closeup.png
Window x 30 to 80, y 81 to 131 µm. Cells in grey, sequential cells in the stronger grey; small squares are vias.
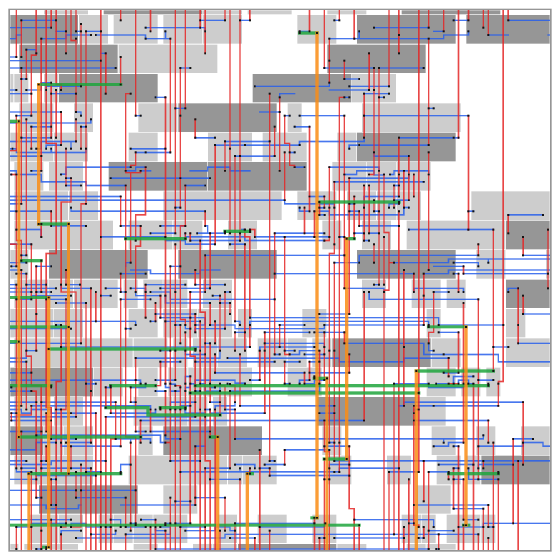
floorplan.png
(3 px per µm) Pins as bars on the die edge.
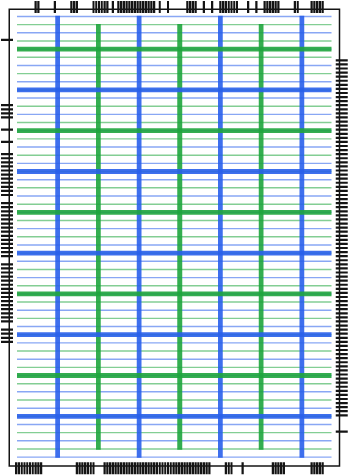
route_heat.png
(2 px per µm) 22 x 30 tiles, from dark purple (low) to yellow (high), scaled to the fullest tile. Values are wire area over tile area, all layers added.
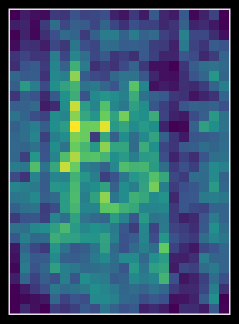
sizing.png
(2 px per µm)
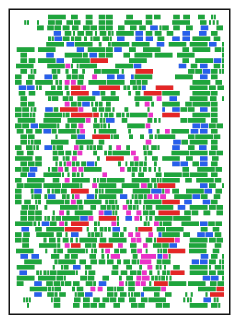
placed.png
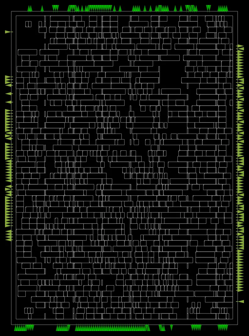
`src/rtl/pc_sequencer.sv`:
```
// Fetch-stage sequencer: owns the PC, drives the imem request handshake and feeds IF/ID.
// Optional misaligned-redirect trap enabled by defining PC_SEQ_MISALIGN_TRAP_EN.
module pc_sequencer #(
    parameter logic [31:0] RESET_VECTOR = 32'h0000_0000
`ifdef PC_SEQ_MISALIGN_TRAP_EN
    , parameter logic [31:0] TRAP_VECTOR = 32'h0000_0080
`endif
) (
    input  logic        clk,
    input  logic        rst_n,
    input  logic        stall,
    input  logic [1:0]  jump,
    input  logic [31:0] jump_add,
    input  logic [31:0] jump_forward_add,
    input  logic        br_taken,
    input  logic [31:0] br_target,
    output logic        imem_req,
    output logic [31:0] imem_addr,
    input  logic        imem_ack,
    input  logic [31:0] imem_rdata,
    output logic        if_valid,
    output logic [31:0] if_pc,
    output logic [31:0] if_instr,
    output logic        flush,
    output logic        trap,
    output logic [31:0] bad_addr
);
    typedef enum logic [1:0] {BOOT, FETCH, HOLD} state_t;

    state_t      state_reg, state_next;
    logic [31:0] pc_reg, pc_next;
    logic        pend_v_reg, pend_v_next;
    logic [31:0] pend_addr_reg, pend_addr_next;
    logic        if_valid_reg, if_valid_next;
    logic [31:0] if_pc_reg, if_pc_next;
    logic [31:0] if_instr_reg, if_instr_next;
    logic        flush_reg;

    logic        redirect;
    logic [31:0] raw_target;
    logic [31:0] target;

    // Branch from execute outranks the decode-stage jump.
    always_comb begin
        redirect   = br_taken || (jump != 2'b00);
        raw_target = br_target;
        if (!br_taken) begin
            raw_target = (jump == 2'b10) ? jump_forward_add : jump_add;
        end
    end

`ifdef PC_SEQ_MISALIGN_TRAP_EN
    logic        misaligned;
    logic        trap_reg;
    logic [31:0] bad_addr_reg;

    assign misaligned = redirect && (raw_target[1:0] != 2'b00);
    assign target     = misaligned ? TRAP_VECTOR : raw_target;

    always_ff @(posedge clk or negedge rst_n) begin
        if (!rst_n) begin
            trap_reg     <= 1'b0;
            bad_addr_reg <= '0;
        end else begin
            trap_reg <= misaligned;
            if (misaligned) begin
                bad_addr_reg <= raw_target;
            end
        end
    end

    assign trap     = trap_reg;
    assign bad_addr = bad_addr_reg;
`else
    assign target   = raw_target & 32'hFFFF_FFFC;
    assign trap     = 1'b0;
    assign bad_addr = '0;
`endif

    always_comb begin
        state_next     = state_reg;
        pc_next        = pc_reg;
        pend_v_next    = pend_v_reg;
        pend_addr_next = pend_addr_reg;
        if_valid_next  = if_valid_reg;
        if_pc_next     = if_pc_reg;
        if_instr_next  = if_instr_reg;
        case (state_reg)
            BOOT: begin
                state_next = FETCH;
                if (redirect) begin
                    pc_next = target;
                end
            end
            FETCH: begin
                if (imem_ack) begin
                    if (redirect) begin
                        if_valid_next = 1'b0;
                        pc_next       = target;
                        pend_v_next   = 1'b0;
                    end else if (pend_v_reg) begin
                        // Data belongs to the path a redirect already abandoned.
                        if_valid_next = 1'b0;
                        pc_next       = pend_addr_reg;
                        pend_v_next   = 1'b0;
                    end else begin
                        if_valid_next = 1'b1;
                        if_pc_next    = pc_reg;
                        if_instr_next = imem_rdata;
                        pc_next       = pc_reg + 32'd4;
                        if (stall) begin
                            state_next = HOLD;
                        end
                    end
                end else begin
                    // Request stays up on the old address; remember where to go.
                    if (redirect) begin
                        pend_v_next    = 1'b1;
                        pend_addr_next = target;
                    end
                    if (!stall) begin
                        if_valid_next = 1'b0;
                    end
                end
            end
            HOLD: begin
                if (redirect) begin
                    if_valid_next = 1'b0;
                    pc_next       = target;
                    state_next    = FETCH;
                end else if (!stall) begin
                    if_valid_next = 1'b0;
                    state_next    = FETCH;
                end
            end
            default: state_next = BOOT;
        endcase
    end

    always_ff @(posedge clk or negedge rst_n) begin
        if (!rst_n) begin
            state_reg     <= BOOT;
            pc_reg        <= RESET_VECTOR;
            pend_v_reg    <= 1'b0;
            pend_addr_reg <= '0;
            if_valid_reg  <= 1'b0;
            if_pc_reg     <= '0;
            if_instr_reg  <= '0;
            flush_reg     <= 1'b0;
        end else begin
            state_reg     <= state_next;
            pc_reg        <= pc_next;
            pend_v_reg    <= pend_v_next;
            pend_addr_reg <= pend_addr_next;
            if_valid_reg  <= if_valid_next;
            if_pc_reg     <= if_pc_next;
            if_instr_reg  <= if_instr_next;
            // Back-to-back redirects still yield a single-cycle pulse.
            flush_reg     <= redirect && !flush_reg;
        end
    end

    assign imem_req  = (state_reg == FETCH);
    assign imem_addr = pc_reg;
    assign if_valid  = if_valid_reg;
    assign if_pc     = if_pc_reg;
    assign if_instr  = if_instr_reg;
    assign flush     = flush_reg;
endmodule

```
`config.mk`:
```
export PLATFORM = sky130hd
export DESIGN_NAME = pc_sequencer
export DESIGN_NICKNAME = d
export VERILOG_FILES = /design/src/rtl/pc_sequencer.sv
export SDC_FILE = /design/constraint.sdc
export NUM_CORES = 1
export LEC_CHECK = 0
export ABC_AREA = 0
export CORE_ASPECT_RATIO = 1.4
export CORE_MARGIN = 2
export CORE_UTILIZATION = 45
export CTS_CLUSTER_DIAMETER = 120
export DETAILED_ROUTE_END_ITERATION = 16
export PLACE_DENSITY_LB_ADDON = 0.15
export SYNTH_ARGS = -nofsm -noshare
export SYNTH_HDL_FRONTEND = slang
export SYNTH_SLANG_ARGS = --single-unit
export TNS_END_PERCENT = 50
```
`constraint.sdc`:
```
create_clock -name clk -period 2.2 [get_ports clk]
set_input_delay 0.44 -clock clk [delete_from_list [all_inputs] [get_ports clk]]
set_output_delay 0.44 -clock clk [all_outputs]
set_load 0.01 [all_outputs]
```
==> Slide: Implementation Results <==
Flow Results at a Glance

Global route
  • Maximum number of pins on one net before global-route repair: 127
  • Most Used Layer, Global Route: met2
  • Initial antenna violation count: 0
  • Remaining global-route overflow: 0
  • Vias in the first global route: roughly 6,300
  • First-pass GRT wire length: roughly 31,000 µm
  • M1 GR Usage: about 27%

Worst setup path
  • Maximum fanout count along the critical path: roughly 51
  • Endpoint of the worst setup timing path: if_instr[25]
  • Cell count of the worst reg-to-reg path: 6
  • Worst r2r src: imem_addr[2]
  • Setup crit start kind: primary input
  • Path type of the worst setup path: in2reg
  • Cell with the biggest individual delay on the critical path: sky130_fd_sc_hd__clkdlybuf4s50_1
  • Cell class contributing the biggest share of worst-path delay: simple AND/OR/NAND/NOR gates
  • CP cell instances: clkdlybuf4s50_1, or3_4, nor2_1, and3_2, buf_12, mux2_2
  • Nature of the critical path endpoint: flip-flop

Yosys
  • Area fraction in compound gates after synthesis: between 10% and 20%
  • Async SR Flop Fraction: 100%
  • Synthesized netlist cell count: about 680
  • Area leader, netlist: sky130_fd_sc_hd__dfrtp_1
  • Cell variety after synth: 58
  • Logic family by area: multiplexers
  • Warning count from the yosys run: 0
  • Register bit count reported by yosys: approximately 130
  • Top cells by count: 127 x sky130_fd_sc_hd__dfrtp_1, 89 x sky130_fd_sc_hd__mux2_2, 69 x sky130_fd_sc_hd__nand2_1
  • Share of synthesized cell area in full adder, half adder and majority cells: 0.891%
  • Number of enable-type register cells in the synthesized netlist: 0
  • Simple-gate portion of the synthesized area: about 13%
  • Share of cell area taken by muxes after synthesis: 19.0%
  • Area leader share: 45.3%
  • Most frequently used cell type in the post-synthesis netlist: sky130_fd_sc_hd__dfrtp_1
  • Post-synthesis cell area: 7020 µm²
  • Average cell area after synthesis: a little over 10 µm²

Cells and area
  • Number of nets in the finished design: 1,082
  • Layout fillers: approximately 1,200
  • Leading cell type in the layout, fill and taps excluded: sky130_fd_sc_hd__clkdlybuf4s50_1
  • Fraction of area in multi-input gates: roughly a third
  • Area of all placed cells without fillers: 10,300 µm²
  • Number of buffers other than clock buffers in the final layout: 291
  • Multi-input combinational cell area: roughly 3400 µm²
  • Most frequent cells in the layout: 220 x sky130_fd_sc_hd__clkdlybuf4s50_1, 127 x sky130_fd_sc_hd__dfrtp_1, 89 x sky130_fd_sc_hd__mux2_2, 69 x sky130_fd_sc_hd__nand2_1, 62 x sky130_fd_sc_hd__buf_4
  • Largest cell class by area: logic gates
  • Area grow syn2layout: 47.0%
  • Proportion of final cell area spent on non-clock buffers: between 20% and 30%
  • Inverters excl. clock: 10
  • Max FFs per register: 32
  • Footprint of the flip-flops and latches: approximately 3200 µm²

Clock network
  • Sinks on Clock Net: 127
  • Clock latency on the worst-skew pair: 0.42 ns
  • CTS tree: built
  • CTS H-tree depth: 4
  • Cell chosen for the clock root: sky130_fd_sc_hd__clkbuf_16

Power
  • Power density over cell area: roughly 1200 nW/µm²
  • Static Leak: 4.47 nW
  • Int Power: between 8 and 9 mW
  • Share of total power in sequential cells: 32.6%
  • Share of power burned in the clock network: approximately 23%

Drt
  • DR vias/cell: 5.39
  • DRT iter0 DRCs: around 360
  • Wl on met1: 7530 µm
  • Wire per inst: 17.6 µm
  • Met3 wire len: 1340 µm

Timing
  • Count of final hold-check violations: 0
  • Setup repair after global routing missed its margin: false
  • Shortest clock period the worst path allows after layout: approximately 2.1 ns
  • Least-Margin Pin Slew: roughly 0.70 ns
  • Smallest hold slack: 0.353 ns
  • Ratio of final minimum period to clock period: a little over nine tenths
  • Worst max-slew margin expressed relative to the limit: a little over half
  • Pins Over Slew Limit: 0
  • Post-route clock skew: between 0.009 and 0.01 ns

Run status
  • Result of the run: finished, final reports clean

Placed design
  • Worst slack at placement: -0.362 ns
  • Half-perimeter wire length of the detailed placement result: around 15,000 µm
  • Port buffer count: roughly 220
  • Placed cell count: around 1,100

Floorplan
  • Starting density of the core: a little under half
  • Placement row count: roughly 54

Flow run
  • Tool Warnings: 37
## Picture notes: closeup.png
legend:
  blue:
    layer: M1
  green:
    layer: M3
  orange:
    layer: M4
  red:
    layer: M2
cells with their middle in the window: 137
sequential cells in the window: 20
most frequent: dfrtp_1 (20), buf_4 (14), nand2_1 (10)
netlist names of flops here include: imem_addr (11), pend_addr_reg (7)

## Picture notes: floorplan.png
legend:
  blue:
    net: VSS
  green:
    net: VDD
rows: 54
met5 straps: 10
signal pins: 267
IR drop worst, VDD: 0.594 mV
DIE WIDTH: 110 µm
die height: 152 µm
Core Region: 15,400 µm²

## Picture notes: route_heat.png
densest ninth of the die: middle
emptiest ninth of the die: top right
fullest tile: 0.59
tiles over half the peak: 17%

## Picture notes: sizing.png
legend:
  red:
    size: x6 and larger
    cells: 29
    share: 3.0%
  magenta:
    size: x3 and x4
    cells: 72
    share: 7.5%
  green:
    size: x1 and smaller
    cells: 755
    share: 79%
  blue:
    size: x2
    cells: 99
    share: 10%

## Picture notes: placed.png
number of sequential cells: 127
final cell count without fillers: 1,151
utilization of the core after routing: 67.0%
fraction of area in registers: 30.8%

[per-stage QoR]
stage,setup TNS (ns),util [%]
final,0,67.0
after global routing,0,67.0
after CTS,0,66.9
after detailed placement,-28.91,62.8
after global placement,-23.40,62.8
after floorplan,0,-
[power by group through the flow]
stage | Clock, mW | Combinational [mW] | Sequential, mW
4_1_cts | 2.95 | 5.65 | 4.13
3_5_place_dp | 0 | 5.63 | 4.17
5_1_grt | 3.06 | 6.10 | 4.26
6_report | 2.91 | 5.62 | 4.13
3_3_place_gp | 0 | 5.48 | 4.10
2_1_floorplan | 0 | 2.45 | 4.34
[what timing repair did]
item | in CTS | in global routing
hold buffers | 1 | 0
endpoints found under the setup margin | 1 | 50
endpoints found under the hold margin | 1 | 0
resized | 1 | 3
Power is estimated from default activity; no workload was simulated.
